--- config.mk ---
export PLATFORM = sky130hd
export DESIGN_NAME = mem_port_arbiter_flat
export DESIGN_NICKNAME = d
export VERILOG_FILES = /design/src/rtl/mem_port_arbiter_if.sv /design/src/rtl/mem_port_arbiter.sv /design/src/flat_wrapper.sv
export SDC_FILE = /design/constraint.sdc
export NUM_CORES = 1
export LEC_CHECK = 0
export CORE_ASPECT_RATIO = 1.75
export CORE_MARGIN = 5
export CORE_UTILIZATION = 39
export CTS_CLUSTER_SIZE = 8
export DETAILED_ROUTE_END_ITERATION = 7
export HOLD_SLACK_MARGIN = 0.05
export PLACE_DENSITY = 0.79
export SLEW_MARGIN = 20
export SYNTH_ARGS = -nofsm -noshare
export SYNTH_HDL_FRONTEND = slang
export SYNTH_SLANG_ARGS = --single-unit
--- constraint.sdc ---
create_clock -name clk -period 1.9 [get_ports clk]
set_input_delay 0.38 -clock clk [delete_from_list [all_inputs] [get_ports clk]]
set_output_delay 0.38 -clock clk [all_outputs]
set_load 0.02 [all_outputs]
--- src/rtl/mem_port_arbiter_if.sv ---
// Bundle of requester, panel and memory signals around the core-memory port arbiter.
// The slave modport is the arbiter's view; the master modport is the requesters/memory side.
interface mem_port_arbiter_if #(
    parameter int ADDR_W = 15,
    parameter int DATA_W = 12
);
    logic              halt;
    logic              cpu_req;
    logic              cpu_wr;
    logic [ADDR_W-1:0] cpu_addr;
    logic [DATA_W-1:0] cpu_wdata;
    logic              cpu_ack;
    logic              brk_req;
    logic              brk_wr;
    logic [ADDR_W-1:0] brk_addr;
    logic [DATA_W-1:0] brk_wdata;
    logic              brk_ack;
    logic              pnl_load;
    logic [ADDR_W-1:0] pnl_addr;
    logic              pnl_exam;
    logic              pnl_dep;
    logic [DATA_W-1:0] pnl_wdata;
    logic              pnl_ack;
    logic [ADDR_W-1:0] pnl_ma;
    logic [DATA_W-1:0] rdata;
    logic [ADDR_W-1:0] mem_addr;
    logic              mem_we;
    logic [DATA_W-1:0] mem_wdata;
    logic [DATA_W-1:0] mem_rdata;
    logic              busy;

    modport slave (
        input  halt,
        input  cpu_req, cpu_wr, cpu_addr, cpu_wdata,
        output cpu_ack,
        input  brk_req, brk_wr, brk_addr, brk_wdata,
        output brk_ack,
        input  pnl_load, pnl_addr, pnl_exam, pnl_dep, pnl_wdata,
        output pnl_ack, pnl_ma,
        output rdata, mem_addr, mem_we, mem_wdata,
        input  mem_rdata,
        output busy
    );

    modport master (
        output halt,
        output cpu_req, cpu_wr, cpu_addr, cpu_wdata,
        input  cpu_ack,
        output brk_req, brk_wr, brk_addr, brk_wdata,
        input  brk_ack,
        output pnl_load, pnl_addr, pnl_exam, pnl_dep, pnl_wdata,
        input  pnl_ack, pnl_ma,
        input  rdata, mem_addr, mem_we, mem_wdata,
        output mem_rdata,
        input  busy
    );
endinterface

--- src/rtl/mem_port_arbiter.sv ---
// Core-memory port arbiter: data break > panel (halted) > CPU, with a break-burst cap for the CPU.
// Build option PANEL_AUTOINC_EN: panel MA low 12 bits step after every panel access.
module mem_port_arbiter #(
    parameter int ADDR_W        = 15,
    parameter int DATA_W        = 12,
    parameter int MAX_BRK_BURST = 4
) (
    input  logic              clk,
    input  logic              reset,
    mem_port_arbiter_if.slave bus
);
    localparam int                 BURST_W   = $clog2(MAX_BRK_BURST + 1);
    localparam logic [BURST_W-1:0] BURST_MAX = BURST_W'(MAX_BRK_BURST);

    typedef enum logic [1:0] {IDLE, ACCESS, RWAIT, ACK} state_t;
    typedef enum logic [1:0] {OWN_CPU, OWN_BRK, OWN_PNL} owner_t;

    state_t             state_q, state_d;
    owner_t             owner_q, owner_d;
    logic [ADDR_W-1:0]  mem_addr_q, mem_addr_d;
    logic [ADDR_W-1:0]  pnl_ma_q, pnl_ma_d;
    logic [DATA_W-1:0]  mem_wdata_q, mem_wdata_d;
    logic [DATA_W-1:0]  rdata_q, rdata_d;
    logic               mem_we_q, mem_we_d;
    logic               cpu_ack_q, cpu_ack_d;
    logic               brk_ack_q, brk_ack_d;
    logic               pnl_ack_q, pnl_ack_d;
    logic               exam_pend_q, exam_pend_d;
    logic               dep_pend_q, dep_pend_d;
    logic [BURST_W-1:0] burst_q, burst_d;

    logic pnl_active;
    logic pnl_ready;
    logic grant_cpu, grant_brk, grant_pnl;
    logic ack_set;

    always_comb begin
        state_d     = state_q;
        owner_d     = owner_q;
        mem_addr_d  = mem_addr_q;
        mem_wdata_d = mem_wdata_q;
        mem_we_d    = 1'b0;
        rdata_d     = rdata_q;
        pnl_ma_d    = pnl_ma_q;
        exam_pend_d = exam_pend_q;
        dep_pend_d  = dep_pend_q;
        burst_d     = burst_q;
        cpu_ack_d   = 1'b0;
        brk_ack_d   = 1'b0;
        pnl_ack_d   = 1'b0;
        grant_cpu   = 1'b0;
        grant_brk   = 1'b0;
        grant_pnl   = 1'b0;
        ack_set     = 1'b0;

        // A panel op is pending or in flight: further panel pulses and loads are dropped.
        pnl_active = exam_pend_q || dep_pend_q || (state_q != IDLE && owner_q == OWN_PNL);
        pnl_ready  = (exam_pend_q || dep_pend_q) && bus.halt;

        if (!pnl_active) begin
            if (bus.pnl_load) pnl_ma_d = bus.pnl_addr;
            if (bus.pnl_dep)       dep_pend_d  = 1'b1;
            else if (bus.pnl_exam) exam_pend_d = 1'b1;
        end

        unique case (state_q)
            IDLE: begin
                if (bus.cpu_req && burst_q == BURST_MAX) grant_cpu = 1'b1;
                else if (bus.brk_req)                    grant_brk = 1'b1;
                else if (pnl_ready)                      grant_pnl = 1'b1;
                else if (bus.cpu_req)                    grant_cpu = 1'b1;

                if (grant_cpu) begin
                    owner_d     = OWN_CPU;
                    mem_addr_d  = bus.cpu_addr;
                    mem_wdata_d = bus.cpu_wdata;
                    mem_we_d    = bus.cpu_wr;
                    burst_d     = '0;
                end
                if (grant_brk) begin
                    owner_d     = OWN_BRK;
                    mem_addr_d  = bus.brk_addr;
                    mem_wdata_d = bus.brk_wdata;
                    mem_we_d    = bus.brk_wr;
                    burst_d     = (burst_q == BURST_MAX) ? burst_q : burst_q + BURST_W'(1);
                end
                if (grant_pnl) begin
                    owner_d     = OWN_PNL;
                    mem_addr_d  = pnl_ma_q;
                    mem_wdata_d = bus.pnl_wdata;
                    mem_we_d    = dep_pend_q;
                    burst_d     = '0;
                    exam_pend_d = 1'b0;
                    dep_pend_d  = 1'b0;
                end
                if (grant_cpu || grant_brk || grant_pnl) state_d = ACCESS;
            end
            ACCESS: begin
                // mem_we_q doubles as the registered read/write flag of the granted access.
                if (mem_we_q) begin
                    ack_set = 1'b1;
                    state_d = ACK;
                end else begin
                    state_d = RWAIT;
                end
            end
            RWAIT: begin
                rdata_d = bus.mem_rdata;
                ack_set = 1'b1;
                state_d = ACK;
            end
            ACK: begin
                state_d = IDLE;
`ifdef PANEL_AUTOINC_EN
                if (owner_q == OWN_PNL)
                    pnl_ma_d = {pnl_ma_q[ADDR_W-1:12], pnl_ma_q[11:0] + 12'd1};
`endif
            end
            default: state_d = IDLE;
        endcase

        if (ack_set) begin
            cpu_ack_d = (owner_q == OWN_CPU);
            brk_ack_d = (owner_q == OWN_BRK);
            pnl_ack_d = (owner_q == OWN_PNL);
        end

        if (!bus.halt) begin
            exam_pend_d = 1'b0;
            dep_pend_d  = 1'b0;
        end
    end

    always_ff @(posedge clk) begin
        if (reset) begin
            state_q     <= IDLE;
            owner_q     <= OWN_CPU;
            mem_addr_q  <= '0;
            mem_wdata_q <= '0;
            mem_we_q    <= 1'b0;
            rdata_q     <= '0;
            pnl_ma_q    <= '0;
            exam_pend_q <= 1'b0;
            dep_pend_q  <= 1'b0;
            burst_q     <= '0;
            cpu_ack_q   <= 1'b0;
            brk_ack_q   <= 1'b0;
            pnl_ack_q   <= 1'b0;
        end else begin
            state_q     <= state_d;
            owner_q     <= owner_d;
            mem_addr_q  <= mem_addr_d;
            mem_wdata_q <= mem_wdata_d;
            mem_we_q    <= mem_we_d;
            rdata_q     <= rdata_d;
            pnl_ma_q    <= pnl_ma_d;
            exam_pend_q <= exam_pend_d;
            dep_pend_q  <= dep_pend_d;
            burst_q     <= burst_d;
            cpu_ack_q   <= cpu_ack_d;
            brk_ack_q   <= brk_ack_d;
            pnl_ack_q   <= pnl_ack_d;
        end
    end

    assign bus.cpu_ack   = cpu_ack_q;
    assign bus.brk_ack   = brk_ack_q;
    assign bus.pnl_ack   = pnl_ack_q;
    assign bus.pnl_ma    = pnl_ma_q;
    assign bus.rdata     = rdata_q;
    assign bus.mem_addr  = mem_addr_q;
    assign bus.mem_we    = mem_we_q;
    assign bus.mem_wdata = mem_wdata_q;
    assign bus.busy      = (state_q != IDLE);
endmodule

--- src/flat_wrapper.sv ---
// flat-port wrapper written by rule: the top's interface ports become plain ports
module mem_port_arbiter_flat 
#(
    parameter int ADDR_W        = 15,
    parameter int DATA_W        = 12,
    parameter int MAX_BRK_BURST = 4
)
  (clk, reset, bus_halt, bus_cpu_req, bus_cpu_wr, bus_cpu_addr, bus_cpu_wdata, bus_cpu_ack, bus_brk_req, bus_brk_wr, bus_brk_addr, bus_brk_wdata, bus_brk_ack, bus_pnl_load, bus_pnl_addr, bus_pnl_exam, bus_pnl_dep, bus_pnl_wdata, bus_pnl_ack, bus_pnl_ma, bus_rdata, bus_mem_addr, bus_mem_we, bus_mem_wdata, bus_mem_rdata, bus_busy);
  mem_port_arbiter_if #(.ADDR_W(ADDR_W), .DATA_W(DATA_W)) bus_i ();
  input  logic clk;
  input  logic reset;
  input wire logic [$bits(bus_i.halt)-1:0] bus_halt;
  input wire logic [$bits(bus_i.cpu_req)-1:0] bus_cpu_req;
  input wire logic [$bits(bus_i.cpu_wr)-1:0] bus_cpu_wr;
  input wire logic [$bits(bus_i.cpu_addr)-1:0] bus_cpu_addr;
  input wire logic [$bits(bus_i.cpu_wdata)-1:0] bus_cpu_wdata;
  output wire logic [$bits(bus_i.cpu_ack)-1:0] bus_cpu_ack;
  input wire logic [$bits(bus_i.brk_req)-1:0] bus_brk_req;
  input wire logic [$bits(bus_i.brk_wr)-1:0] bus_brk_wr;
  input wire logic [$bits(bus_i.brk_addr)-1:0] bus_brk_addr;
  input wire logic [$bits(bus_i.brk_wdata)-1:0] bus_brk_wdata;
  output wire logic [$bits(bus_i.brk_ack)-1:0] bus_brk_ack;
  input wire logic [$bits(bus_i.pnl_load)-1:0] bus_pnl_load;
  input wire logic [$bits(bus_i.pnl_addr)-1:0] bus_pnl_addr;
  input wire logic [$bits(bus_i.pnl_exam)-1:0] bus_pnl_exam;
  input wire logic [$bits(bus_i.pnl_dep)-1:0] bus_pnl_dep;
  input wire logic [$bits(bus_i.pnl_wdata)-1:0] bus_pnl_wdata;
  output wire logic [$bits(bus_i.pnl_ack)-1:0] bus_pnl_ack;
  output wire logic [$bits(bus_i.pnl_ma)-1:0] bus_pnl_ma;
  output wire logic [$bits(bus_i.rdata)-1:0] bus_rdata;
  output wire logic [$bits(bus_i.mem_addr)-1:0] bus_mem_addr;
  output wire logic [$bits(bus_i.mem_we)-1:0] bus_mem_we;
  output wire logic [$bits(bus_i.mem_wdata)-1:0] bus_mem_wdata;
  input wire logic [$bits(bus_i.mem_rdata)-1:0] bus_mem_rdata;
  output wire logic [$bits(bus_i.busy)-1:0] bus_busy;
  assign bus_i.halt = bus_halt;
  assign bus_i.cpu_req = bus_cpu_req;
  assign bus_i.cpu_wr = bus_cpu_wr;
  assign bus_i.cpu_addr = bus_cpu_addr;
  assign bus_i.cpu_wdata = bus_cpu_wdata;
  assign bus_cpu_ack = bus_i.cpu_ack;
  assign bus_i.brk_req = bus_brk_req;
  assign bus_i.brk_wr = bus_brk_wr;
  assign bus_i.brk_addr = bus_brk_addr;
  assign bus_i.brk_wdata = bus_brk_wdata;
  assign bus_brk_ack = bus_i.brk_ack;
  assign bus_i.pnl_load = bus_pnl_load;
  assign bus_i.pnl_addr = bus_pnl_addr;
  assign bus_i.pnl_exam = bus_pnl_exam;
  assign bus_i.pnl_dep = bus_pnl_dep;
  assign bus_i.pnl_wdata = bus_pnl_wdata;
  assign bus_pnl_ack = bus_i.pnl_ack;
  assign bus_pnl_ma = bus_i.pnl_ma;
  assign bus_rdata = bus_i.rdata;
  assign bus_mem_addr = bus_i.mem_addr;
  assign bus_mem_we = bus_i.mem_we;
  assign bus_mem_wdata = bus_i.mem_wdata;
  assign bus_i.mem_rdata = bus_mem_rdata;
  assign bus_busy = bus_i.busy;
  mem_port_arbiter #(.ADDR_W(ADDR_W), .DATA_W(DATA_W), .MAX_BRK_BURST(MAX_BRK_BURST)) u_core (.clk(clk), .reset(reset), .bus(bus_i));
endmodule
==> Slide: Implementation Results, run 1 <==
Run Summary

Cells and area
  • N_diodes: 0
  • NumNets Final: 604

Detailed routing
  • Antenna viol nets, final: 0
  • Final WL: a little under 10000 um
  • Drt wl/cell: roughly 17 um

Synthesis
  • Floorplan Nets: 429
  • Ys async rst share: 0%
  • Ys flops: 67
  • Synth Seq Share: 43.93%
  • Distinct lib cells used: 41
  • Synthesized cell area: 3053 um2
  • Area leader, netlist: dfxtp_1
  • Yosys stat area: between 3000 and 4000 um2

Placed design
  • DP Worst Slack: -142.1 ps
  • IO buf count: 161

Final timing
  • Sum Neg Setup Slack: 0 ps
  • Setup violations, final: 0
  • Tcrit/Tclk final: 93.77%
  • Max Slew Vio Count: 0

Critical path
  • Top delay family on crit path: buffers and inverters
  • Crit Path Max Fanout: 3
  • Cell mode on critical path: inv_1
  • Slowest Stage Delay on Critical Path: 360 ps
  • Startpoint Class: flop

Power
  • Power Density: 1077 nW/um2

Status
  • Status: complete, no violations

Clock network
  • Clk root buf: clkbuf_16
  • Number of H-tree levels: 3
  • CTS Buf Count: 9
  • CTS resizes: 1
  • Post-CTS setup buffer count: 0

Die
  • Die Span Y: 127.0 um
  • Floorplan Utilization: 40.07%

Job
  • Max-cap violation count: 0

GRT
  • Initial antenna violation count: 0
[run 1: final timing paths]
| path | endpoint | slack (ps) | startpoint | cells after the start |
|---|---|---|---|---|
| worst min register to register | u_core.burst_q[0]$_SDFFE_PP0P_ | 480 | u_core.burst_q[0]$_SDFFE_PP0P_ | 2 |
| worst max-delay path | bus_busy | 120 | u_core.state_q[0]$_SDFFE_PP0P_ | 4 |
| worst max register to register | u_core.bus.mem_wdata[9]$_SDFFE_PP0P_ | 180 | u_core.burst_q[0]$_SDFFE_PP0P_ | 7 |
| worst min-delay path | u_core.state_q[1]$_SDFFE_PP0P_ | 470 | reset | 2 |
[run 1: per-stage QoR]
| stage | power [mW] | instance area [um2] | cells | utilization (%) |
|---|---|---|---|---|
| detailed placement | 4.078 | 4930 | 573 | 64.70 |
| floorplan | 3.002 | 3053 | 321 | - |
| finish | 5.621 | 5221 | 589 | 68.52 |
| CTS | 5.661 | 5221 | 589 | 68.52 |
| global route | 5.895 | 5221 | 589 | 68.52 |
| global placement | 4.022 | 4930 | 573 | 64.70 |
[run 1: where the power goes]
group          switching [mW]  internal [mW]
logic                    1.09           1.12
registers               0.153           1.67
clock network           0.562           1.02
total                    1.81           3.82
[run 1: final cells by class]
cell class,instances,area [um2]
clock inverters,1,5.005
clock buffers,15,287.8
repair buffers,192,1913
flip-flops and latches,67,1341
well taps,88,110.1
fillers,609,2399
inverters,5,18.77
multi-input cells,221,1545
[run 1: worst reg2reg max path, stage by stage (launching register included)]
cell,delay (ps)
dfxtp_1,340
inv_1,70
ha_1,260
and3_1,220
nor3b_2,190
buf_4,210
a22oi_1,140
a211oi_2,200
[run 1: layout by cell type (no fill, tap or decap), types with 2 or more instances in the layout]
cell             netlist  final
a211oi_1               6      6
a211oi_2               5      5
a21oi_1               18     18
a22oi_1               10     10
and3_1                 2      2
buf_12                 0      6
buf_4                  6     25
clkbuf_1               9      2
clkbuf_16              0      9
clkbuf_8               0      4
clkdlybuf4s50_1        0    159
dfxtp_1               67     67
ha_1                   5      5
inv_1                  5      5
mux2i_1               28     28
nand2_1               10     10
nand3b_1              18     18
nand4_1                2      2
nor2_1                42     42
nor2b_1               17     17
nor3_1                 2      2
nor3b_1                2      2
nor4_1                 2      2
o21a_1                 3      3
o22ai_1               16     16
o41ai_1               17     17
[run 1: flip-flops by register name, summed over array words and instances (netlist names)]
register,cells
u_core.burst_q,3
u_core.bus.brk_ack,1
u_core.bus.cpu_ack,1
u_core.bus.mem_addr,15
u_core.bus.mem_wdata,12
u_core.bus.mem_we,1
u_core.bus.pnl_ack,1
u_core.bus.pnl_ma,15
u_core.bus.rdata,12
u_core.dep_pend_q,1
u_core.exam_pend_q,1
u_core.owner_q,2
u_core.state_q,2
[run 1: routing by layer]
metal / up-vias / global-route usage, %
li1: 1530 / -
met1: 1464 / 20.53
met2: 110 / 37.51
met3: 18 / 4.648
met4: 0 / 9.269
met5: - / 0
[run 1: cells by family after synthesis]
group	after synthesis	share of synthesized area (%)
muxes	28	9.180
and+or+nand+nor	104	18.44
AOI/OAI and AO/OA	84	20.94
DFF	67	43.93
buffers and inverters	33	5.451
adders and majority gates	5	2.049
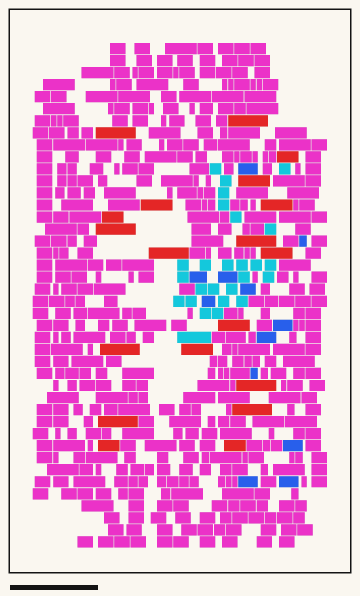
(run_1/drive_strength.png)
Bar = 20 um.
- drive 2: blue (cells 12; share 2.4%)
- drive 1 or less: magenta (cells 444; share 89%)
- drive 6 and up: red (cells 19; share 3.8%)
- drive 3 to 4: cyan (cells 26; share 5.2%)
area delta synth->final: 71.02%
nonclk buf count: 192
design area: 5221 um2
Worst Slack Setup Final: 118.4 ps

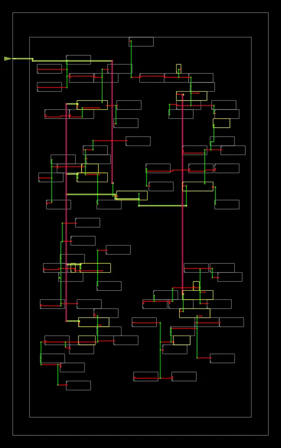
(run_1/final_clocks.png)
flop count: 67
Sinks on Clock Net: 67

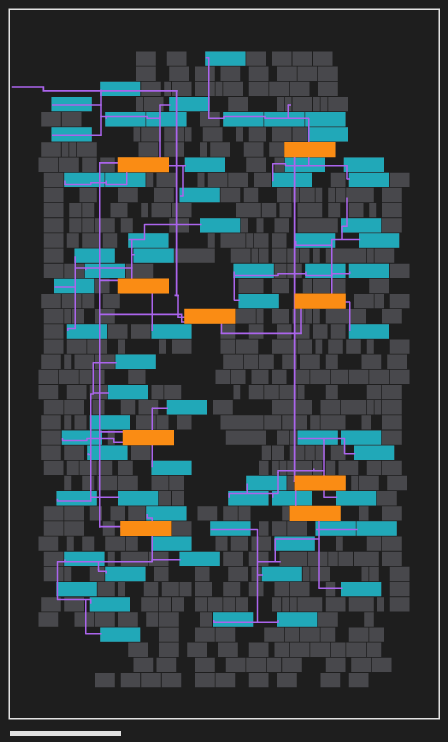
(run_1/clock_map.png)
Bar = 20 um.
- clock wires: purple (length 812 um)
- cells driving clock nets: orange (count 9)
- flip-flops: cyan (count 67)
- flops lie: widely spread
clock network fraction of total power: 28.2%
worst-skew pair later-pin latency: 330 ps

==> inputs of run 2 (changes only) <==
Settings changed: CTS_CLUSTER_SIZE 8 to 30.
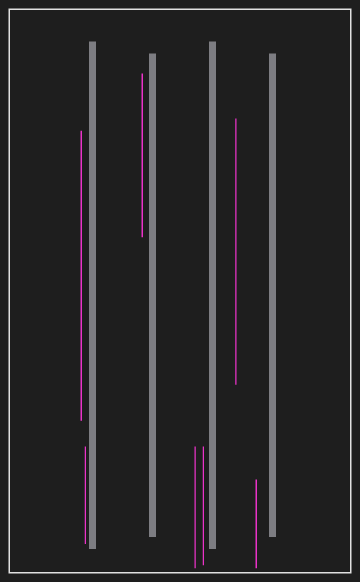
(run_2/met4.png)
Supply wires on this layer in grey.
- wire length on this layer: 257 um
- main direction: vertical
- share of all routed wire: 2.6%
- nets with wire on the layer: 6
final WL: 9908 um
vias post-DR: 3122

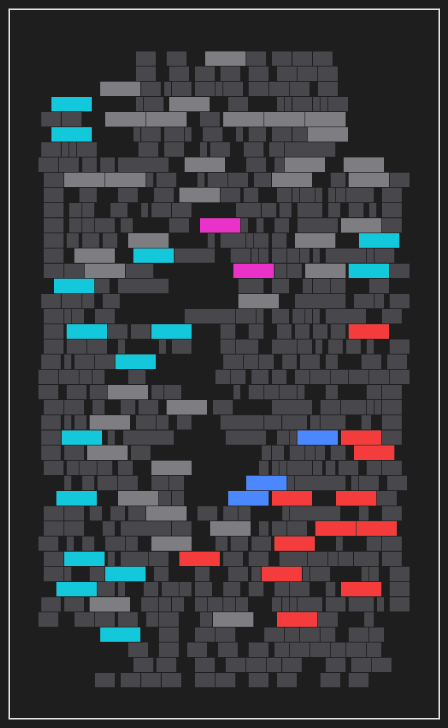
(run_2/registers.png)
- `u_core.bus.mem_wdata`: red (flops 12; where bottom right)
- `u_core.burst_q`: blue (flops 3)
- `u_core.state_q`: magenta (flops 2)
- `u_core.bus.pnl_ma`: cyan (flops 15)
- not coloured: 35

==> run 2 against run 1 <==
  * Cell area is the same
  * Utilization is the same
  * Highest routed layer unchanged
  * Critical path depth is the same
  * Die size is the same
  * Via count is the same
  * Sequential power is essentially flat
  * Routed wire length is the same
  * Cell count is the same
  * Non-clock buffer count is the same
  * Largest cell class unchanged
  * Critical path type unchanged
  * Combinational power is essentially flat
  * Count of clock-buffer cells in the layout is the same
==> Slide: Implementation Results, run 2 <==
Run Summary

Status
  • Status: complete, no violations

Clock network
  • Worst-skew pair later-pin latency: 330 ps
  • Clk root buf: clkbuf_16
  • Sinks on Clock Net: 67
  • TritonCTS clock tree: built
  • CTS Buf Count: 9

Critical path
  • Worst reg-to-reg setup slack: 180 ps
  • Cell mode on critical path: inv_1
  • Slowest Stage Delay on Critical Path: 360 ps
  • Crit Path Max Fanout: 3
  • Startpoint Class: flop

Placed design
  • IO buf count: 161

Cells and area
  • Fillcell total: 609
  • Area delta synth->final: 71.02%
  • Dominant logic cell type in the layout: clkdlybuf4s50_1
  • Top cells excl fill/tap: clkdlybuf4s50_1 (159), dfxtp_1 (67), nor2_1 (42)
  • NumNets Final: between 600 and 700

Job
  • Max-cap violation count: 0

Final timing
  • Max Slew Vio Count: 0
  • Tcrit/Tclk final: 93.77%
  • Sum Neg Setup Slack: 0 ps
  • Final hold vios: 0

Synthesis
  • Ys flops: 67
  • Floorplan Nets: 429
  • Synthesized cell area: 3053 um2
  • Ys async rst share: 0%
  • Number of enable flip-flop cells: 0
  • Yosys stat area: between 3000 and 4000 um2
  • Area leader, netlist: dfxtp_1
  • Distinct lib cells used: 41
  • Synth Seq Share: 43.93%

GRT
  • Met3 Usage GRT: approximately 4.6%
  • GR Layer Usage met2: 37.51%
  • Initial antenna violation count: 0
  • Most used routing layer: met2
  • Met1 Resource Use GR: between 20 and 25%

Detailed routing
  • Antenna viol nets, final: 0
  • DRC violations left: 0
  • Drt wl/cell: 16.82 um

Die
  • Die Span Y: 127.0 um
  • Floorplan Utilization: 40.07%
==> run 2: cell counts after synthesis <==
Identical to the previous run, type by type.
==> run 2: kinds of logic after synthesis <==
family / count (synthesis) / synth area share [%]
simple gates: 104 / 18.44
mux: 28 / 9.180
compound gates: 84 / 20.94
flops: 67 / 43.93
buf+inv: 33 / 5.451
fa+ha+maj: 5 / 2.049
==> run 2: where the power goes <==
| group | total (mW) | internal, mW | switching (mW) |
|---|---|---|---|
| combinational | 2.21 | 1.12 | 1.09 |
| sequential | 1.83 | 1.67 | 0.153 |
| clock | 1.58 | 1.02 | 0.562 |
==> run 2: path summary, 6_finish.rpt <==
kind | from | depth (start not counted) | end
worst max-delay path | u_core.state_q[0]$_SDFFE_PP0P_ | 4 | bus_busy
worst min-delay path | reset | 2 | u_core.state_q[1]$_SDFFE_PP0P_
worst max register to register | u_core.burst_q[0]$_SDFFE_PP0P_ | 7 | u_core.bus.mem_wdata[9]$_SDFFE_PP0P_
worst min register to register | u_core.burst_q[0]$_SDFFE_PP0P_ | 2 | u_core.burst_q[0]$_SDFFE_PP0P_
==> run 2: layout make-up <==
| class | instances | area, um2 | area share [%] |
|---|---|---|---|
| repair buffers | 192 | 1913 | 36.64 |
| multi-input cells | 221 | 1545 | 29.59 |
| flip-flops and latches | 67 | 1341 | 25.69 |
| clock buffers | 15 | 287.8 | 5.512 |
| well taps | 88 | 110.1 | 2.109 |
| inverters | 5 | 18.77 | 0.3595 |
| clock inverters | 1 | 5.005 | 0.09585 |
==> run 2: per-layer routing <==
layer | wire, um | vias up
met2 | 5411 | 110
met4 | 257 | 0
met5 | 0 | -
li1 | - | 1530
met3 | 652 | 18
met1 | 3587 | 1464
==> run 2: critical path, delay by kind of cell (launching register included) <==
family | cells | cell delay, ps
fa+ha+maj | 1 | 210
flops | 1 | 360
buf+inv | 3 | 510
==> run 2: timing repair <==
action                                  4_1_cts  5_1_grt
resized                                       1        0
endpoints found under the setup margin        1        0
endpoints found under the hold margin         0        0
setup buffers                                 0        0
==> run 2: metrics by stage <==
stage	worst slack (ps)	instances	total power, mW	utilization [%]	cell area [um2]
2_1_floorplan	211.6	321	3.002	-	3053
3_3_place_gp	-114.7	573	4.022	64.70	4930
3_5_place_dp	-142.1	573	4.078	64.70	4930
4_1_cts	105.6	589	5.661	68.52	5221
5_1_grt	47.07	589	5.895	68.52	5221
6_report	118.4	589	5.621	68.52	5221
==> inputs of run 3 (changes only) <==
Settings changed: CTS_CLUSTER_DIAMETER set to 50.
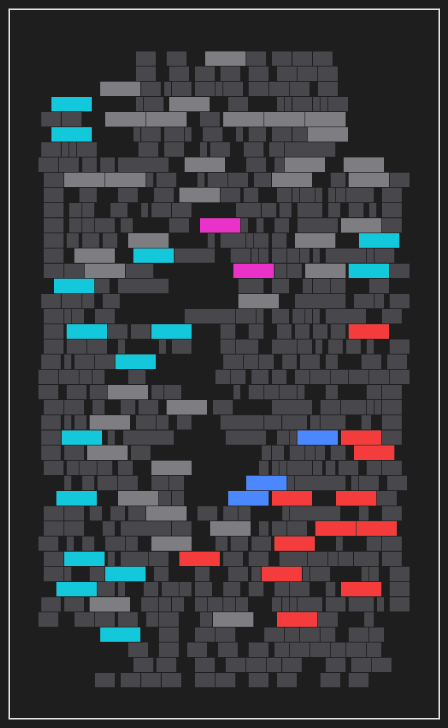
(run_3/registers.png)
- `u_core.state_q`: magenta (flops 2)
- `u_core.bus.mem_wdata`: red (flops 12; where bottom right)
- `u_core.bus.pnl_ma`: cyan (flops 15)
- `u_core.burst_q`: blue (flops 3)
- not coloured: 35
sequential power: 1.83 mW
Post-Route Utilization: 68.52%
sequential cell area: 1341 um2

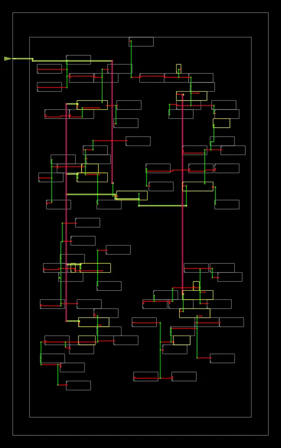
(run_3/final_clocks.png)
Clock Skew: 4.334 ps
clock buf count: 15

==> run 3 against run 2 <==
  * Cell count is the same
  * Register-to-register slack is essentially flat
  * Clock skew is the same
  * Via count is the same
  * Die size is the same
  * Area after synthesis is the same
  * Utilization is the same
  * Critical endpoint unchanged
  * Highest routed layer unchanged
==> Slide: Implementation Results, run 3 <==
Run Summary

GRT
  • Met1 Resource Use GR: 20.53%
  • GR Layer Usage met2: a little under two fifths
  • Initial antenna violation count: 0
  • Met3 Usage GRT: 4.648%

Cells and area
  • Area delta synth->final: 71.02%
  • Top cells excl fill/tap: clkdlybuf4s50_1 (159), dfxtp_1 (67), nor2_1 (42)
  • N_diodes: 0
  • NumNets Final: roughly 600
  • Dominant logic cell type in the layout: clkdlybuf4s50_1

Clock network
  • CTS Buf Count: 9
  • TritonCTS clock tree: built
  • Clk root buf: clkbuf_16
  • Number of H-tree levels: 3

Synthesis
  • Synthesized cell area: 3053 um2
  • Ys async rst share: 0%
  • Number of enable flip-flop cells: 0
  • Floorplan Nets: 429
  • Ys flops: between 60 and 70
  • Area leader, netlist: dfxtp_1
  • Distinct lib cells used: 41
  • Synth Seq Share: 43.93%

Die
  • Floorplan Utilization: 40.07%

Detailed routing
  • Final WL: 9908 um
  • Vias post-DR: 3122
  • Drt wl/cell: approximately 17 um
  • DRC violations left: 0
  • Antenna viol nets, final: 0

Job
  • Max-cap violation count: 0

Final timing
  • Max Slew Vio Count: 0
  • Final hold vios: 0
  • Sum Neg Setup Slack: 0 ps
  • Tcrit/Tclk final: 93.77%

Power
  • Power Density: 1077 nW/um2

Critical path
  • Crit Path Max Fanout: 3
  • Startpoint Class: flop

Status
  • Status: complete, no violations
==> run 3: through the flow <==
stage          instances  power [mW]  utilization, %  instance area, um2  setup WS [ps]
2_1_floorplan        321       3.002               -                3053          211.6
3_3_place_gp         573       4.022           64.70                4930         -114.7
3_5_place_dp         573       4.078           64.70                4930         -142.1
4_1_cts              589       5.661           68.52                5221          105.6
5_1_grt              589       5.895           68.52                5221          47.07
6_report             589       5.621           68.52                5221          118.4
==> run 3: kinds of logic after synthesis <==
kind of cell | count (synthesis) | share of synthesized area [%]
muxes | 28 | 9.180
adders and majority gates | 5 | 2.049
buffers and inverters | 33 | 5.451
AOI/OAI and AO/OA | 84 | 20.94
DFF | 67 | 43.93
and+or+nand+nor | 104 | 18.44
==> run 3: repair_timing <==
item | in CTS | in global routing
gates resized | 1 | 0
buffers inserted | 0 | 0
endpoints found under the setup margin | 1 | 0
==> run 3: where the power goes <==
group	internal [mW]	leakage [nW]	switching, mW	total, mW
logic	1.12	1.33	1.09	2.21
registers	1.67	0.551	0.153	1.83
clock network	1.02	0.146	0.562	1.58
==> run 3: area by class of cell <==
class	count	area [um2]
fillers	609	2399
well taps	88	110.1
flip-flops and latches	67	1341
repair buffers	192	1913
inverters	5	18.77
clock buffers	15	287.8
multi-input cells	221	1545
clock inverters	1	5.005
==> run 3: worst paths after layout <==
check                                                    start  cells past startpoint  slack [ps]                                    to
worst max-delay path            u_core.state_q[0]$_SDFFE_PP0P_                      4         120                              bus_busy
worst min-delay path                                     reset                      2         470        u_core.state_q[1]$_SDFFE_PP0P_
worst max register to register  u_core.burst_q[0]$_SDFFE_PP0P_                      7         180  u_core.bus.mem_wdata[9]$_SDFFE_PP0P_
worst min register to register  u_core.burst_q[0]$_SDFFE_PP0P_                      2         480        u_core.burst_q[0]$_SDFFE_PP0P_
==> run 3: critical path, stage by stage, from the launching register on <==
cell and delay, ps:
dfxtp_1 360, inv_1 70, ha_1 210, inv_1 90
dlygate4sd2_1 350
==> run 3: routing by layer <==
layer	part of all wire, %	wire (um)
met5	0	0
met3	6.6	652
met2	55	5411
met1	36	3587
met4	2.6	257
Power is estimated from default activity; no workload was simulated.
